$ cat src/rtl/core5_cpu_2_oci_dct_packer.sv
// core5_cpu_2_oci_dct_packer: packs 2-bit trace codes into SLOTS-wide words behind
// a single output holding register, with an end-of-test flush/drain sequence. Rev 1.0
`default_nettype none

module core5_cpu_2_oci_dct_packer #(
  parameter int SLOTS = 15
) (
  input  logic               clk,
  input  logic               reset_n,
  input  logic               ev_valid,
  input  logic [1:0]         ev_code,
  input  logic               flush,
  input  logic               test_end_req,
  input  logic               word_ready,
  output logic [2*SLOTS-1:0] dct_buffer,
  output logic [3:0]         dct_count,
  output logic               word_valid,
  output logic [2*SLOTS-1:0] word_data,
  output logic [3:0]         word_count,
  output logic               overflow,
  output logic               test_ending,
  output logic               test_has_ended
);

  localparam logic [3:0] FULL_CNT = 4'(SLOTS);

  typedef enum logic [1:0] {
    ST_RUN   = 2'd0,
    ST_FLUSH = 2'd1,
    ST_DRAIN = 2'd2,
    ST_ENDED = 2'd3
  } state_t;

  state_t             state_q, state_d;
  logic [2*SLOTS-1:0] buf_q, buf_d;
  logic [3:0]         cnt_q, cnt_d;
  logic [2*SLOTS-1:0] wdata_q, wdata_d;
  logic [3:0]         wcnt_q, wcnt_d;
  logic               wvalid_q, wvalid_d;
  logic               ovf_q, ovf_d;

  logic w_out_free;
  logic w_has_data;
  logic w_full;
  logic w_xfer;
  logic w_accept;

  assign w_out_free = !wvalid_q || word_ready;
  assign w_has_data = (cnt_q != 4'd0);
  assign w_full     = (cnt_q == FULL_CNT);
  assign w_xfer     = w_out_free &&
                      (w_full || (flush && w_has_data) ||
                       ((state_q == ST_FLUSH) && w_has_data));
  // Events only count while running; later they are silently discarded.
  assign w_accept   = ev_valid && (state_q == ST_RUN);

  always_comb begin
    buf_d    = buf_q;
    cnt_d    = cnt_q;
    wdata_d  = wdata_q;
    wcnt_d   = wcnt_q;
    wvalid_d = wvalid_q;
    ovf_d    = ovf_q;

    if (w_xfer) begin
      wdata_d  = buf_q;
      wcnt_d   = cnt_q;
      wvalid_d = 1'b1;
      buf_d    = '0;
      cnt_d    = 4'd0;
      if (w_accept) begin
        buf_d[1:0] = ev_code;
        cnt_d      = 4'd1;
      end
    end else begin
      if (w_accept) begin
        if (!w_full) begin
          for (int i = 0; i < SLOTS; i++) begin
            if (cnt_q == 4'(i)) buf_d[2*i +: 2] = ev_code;
          end
          cnt_d = cnt_q + 4'd1;
        end else begin
          ovf_d = 1'b1;
        end
      end
      if (wvalid_q && word_ready) wvalid_d = 1'b0;
    end
  end

  always_comb begin
    state_d = state_q;
    case (state_q)
      ST_RUN:   if (test_end_req) state_d = ST_FLUSH;
      ST_FLUSH: if (w_xfer || !w_has_data) state_d = ST_DRAIN;
      ST_DRAIN: if (!wvalid_q || word_ready) state_d = ST_ENDED;
      ST_ENDED: state_d = ST_ENDED;
      default:  state_d = ST_RUN;
    endcase
  end

  always_ff @(posedge clk or negedge reset_n) begin
    if (!reset_n) begin
      state_q  <= ST_RUN;
      buf_q    <= '0;
      cnt_q    <= 4'd0;
      wdata_q  <= '0;
      wcnt_q   <= 4'd0;
      wvalid_q <= 1'b0;
      ovf_q    <= 1'b0;
    end else begin
      state_q  <= state_d;
      buf_q    <= buf_d;
      cnt_q    <= cnt_d;
      wdata_q  <= wdata_d;
      wcnt_q   <= wcnt_d;
      wvalid_q <= wvalid_d;
      ovf_q    <= ovf_d;
    end
  end

  assign dct_buffer     = buf_q;
  assign dct_count      = cnt_q;
  assign word_valid     = wvalid_q;
  assign word_data      = wdata_q;
  assign word_count     = wcnt_q;
  assign overflow       = ovf_q;
  assign test_ending    = (state_q == ST_FLUSH) || (state_q == ST_DRAIN);
  assign test_has_ended = (state_q == ST_ENDED);

endmodule

`default_nettype wire
$ cat config.mk
export PLATFORM = sky130hd
export DESIGN_NAME = core5_cpu_2_oci_dct_packer
export DESIGN_NICKNAME = d
export VERILOG_FILES = /design/src/rtl/core5_cpu_2_oci_dct_packer.sv
export SDC_FILE = /design/constraint.sdc
export NUM_CORES = 1
export LEC_CHECK = 0
export CORE_AREA = 2 2 82 84
export DETAILED_ROUTE_END_ITERATION = 16
export DIE_AREA = 0 0 84 86
export HOLD_SLACK_MARGIN = 0.02
export PLACE_DENSITY_LB_ADDON = 0.08
export SYNTH_ARGS = -nofsm -noshare
export SYNTH_HDL_FRONTEND = slang
export SYNTH_SLANG_ARGS = --single-unit
$ cat constraint.sdc
create_clock -name clk -period 2.8 [get_ports clk]
set_clock_uncertainty 0.05 [all_clocks]
set_input_delay 0.28 -clock clk [delete_from_list [all_inputs] [get_ports clk]]
set_output_delay 0.28 -clock clk [all_outputs]
set_load 0.03 [all_outputs]
==> summary.txt <==
run metrics: period utilization just under 80%, WS Path Type reg2reg, Chip Width 84 um, core area 6280 sq um, Max-slew headroom 40.5%, WP data arrival 2400 ps, met2 usage 28.9%, sw frac 26.0%, htree depth 3, gp weighted congestion 0.855, Final Hold Viols 3, Reg power frac 55.3%, initial antenna violation count 0, crit path capture word_data[27]$_DFFE_PN0N_, failing checks negative hold slack, gr busiest metal met2, hold slack -8.94 ps, Yosys top cell area share between 50% and 60%, status finished with violations, Die ar. 7220 sq um, Vias/cell ~5.4, number of enable flip-flop cells 0
[worst min path at each step]
stage                     startpoint                         to  slack [ps]  cells past startpoint
after floorplan              reset_n  dct_buffer[0]$_DFFE_PN0P_         -70                      0
after global placement       reset_n  word_data[12]$_DFFE_PN0N_         420                      1
after detailed placement     reset_n  word_data[12]$_DFFE_PN0N_         420                      1
after CTS                    reset_n  word_data[12]$_DFFE_PN0N_          50                      1
after global routing         reset_n  word_data[12]$_DFFE_PN0N_          80                      1
final                        reset_n  word_data[12]$_DFFE_PN0N_          -9                      1
[cell usage in the layout (no fill, tap or decap), types with 3 or more instances in the layout]
cell,netlist,final
clkinv_2,0,4
ha_1,9,9
nand3_1,20,20
mux2_4,4,4
nand3b_1,3,3
dfrtp_1,72,72
mux2_2,30,30
inv_1,6,6
mux2i_1,16,16
o21ai_0,4,4
buf_4,4,4
nor2_1,18,18
nand2_1,27,27
clkdlybuf4s50_1,0,78
clkbuf_8,0,9
a21oi_1,15,15
[layer usage]
layer / vias up / wire length (um)
li1: 1067 / -
met4: 0 / 119
met2: 66 / 3000
met3: 10 / 296
met1: 1139 / 3080
met5: - / 0
[worst reg2reg max path, stage by stage, from the launching register on]
cell and delay, ps:
dfrtp_1 440, inv_1 90, ha_1 340, nand2b_1 190, a21oi_4 90, nor2_4 150, buf_4 370, mux2_2 390
[power groups by stage]
stage          Sequential, uW  Clock [uW]  Combinational [uW]
6_report                 1070         695                 166
5_1_grt                  1070         750                 179
4_1_cts                  1070         711                 168
3_5_place_dp             1090           0                 167
3_3_place_gp             1090           0                 167
2_1_floorplan            1100           0                87.8
[registers in the layout (all words and copies together) (netlist names)]
name,cells
dct_buffer,30
dct_count,4
overflow,1
state_q,2
word_count,4
word_data,30
word_valid,1
[cells by family after synthesis]
| group | count (synthesis) | share of synthesized area, % |
|---|---|---|
| AOI/OAI and AO/OA | 30 | 5.93 |
| muxes | 50 | 17.3 |
| buffers and inverters | 24 | 4.42 |
| and+or+nand+nor | 81 | 12.8 |
| xor gates and xnor gates | 1 | 0.271 |
| adders and majority gates | 9 | 3.49 |
| DFF | 72 | 55.8 |
[metrics by stage]
stage | instance area [sq um] | util (%)
2_1_floorplan | 3230 | -
3_3_place_gp | 4010 | 63.9
3_5_place_dp | 4010 | 63.9
4_1_cts | 4180 | 66.5
5_1_grt | 4180 | 66.5
6_report | 4180 | 66.5
[area by class of cell]
class / instances / area (sq um)
fill: 494 / 2100
timing repair buffer: 82 / 811
clock buffer: 9 / 124
multi-input combinational: 171 / 1280
inverter: 6 / 22.5
sequential: 72 / 1800
clock inverter: 6 / 37.5
tap: 77 / 96.3
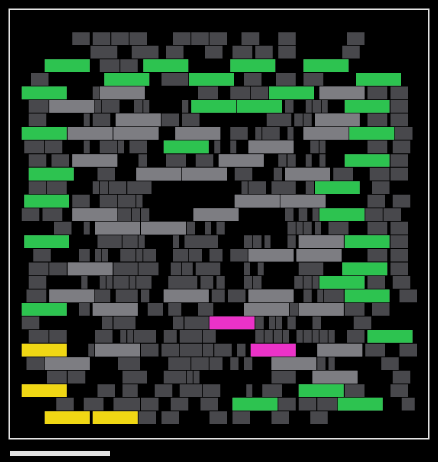
*Sequential cells grouped by signal name*
Scale bar: 20 um.
netlist name	colour	sequential cells
word_data	green	30
state_q	magenta	2
word_count	yellow	4
not coloured	36

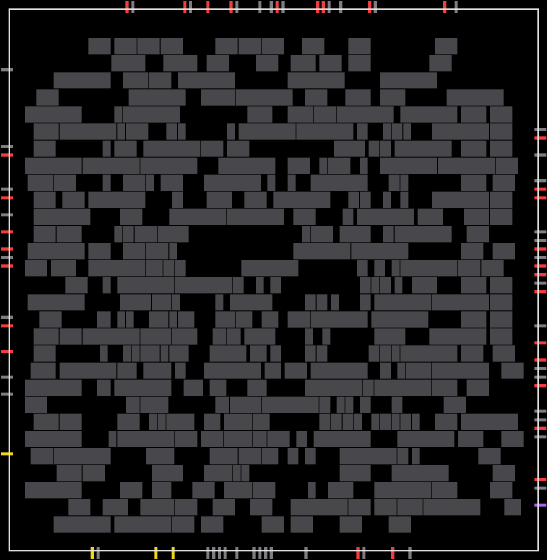
*Pin map*
Pins as bars across the die edge, other pins in grey.
port	colour	pins	direction	edge
reset_n	purple	1	input	right
word_count	yellow	4	output	3 bottom, 1 left
dct_buffer	red	30	output	12 right, 9 top, 7 left, 2 bottom
all pins by edge	27 right, 19 top, 18 bottom, 16 left

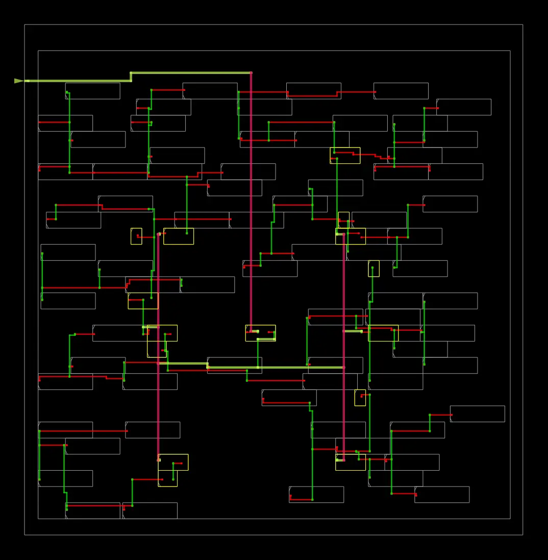
*Clock wiring as the flow saved it*
Inserted Clock Buffers: 9
CTS Sinks: 72
P_clk: 695 uW
# clk buffers: 9
num sequential: 72

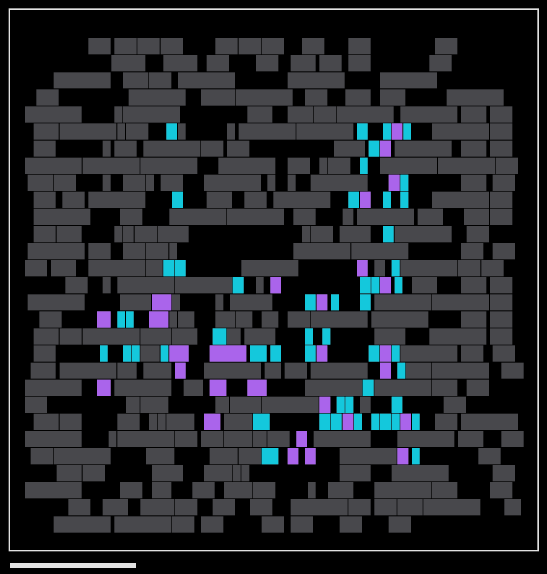
*Logic cells by family*
Scale bar: 20 um.
family	colour	cells
nand cells	cyan	51
aoi and oai cells	purple	28

No activity file was given, so power comes from the tool's default toggle rates.
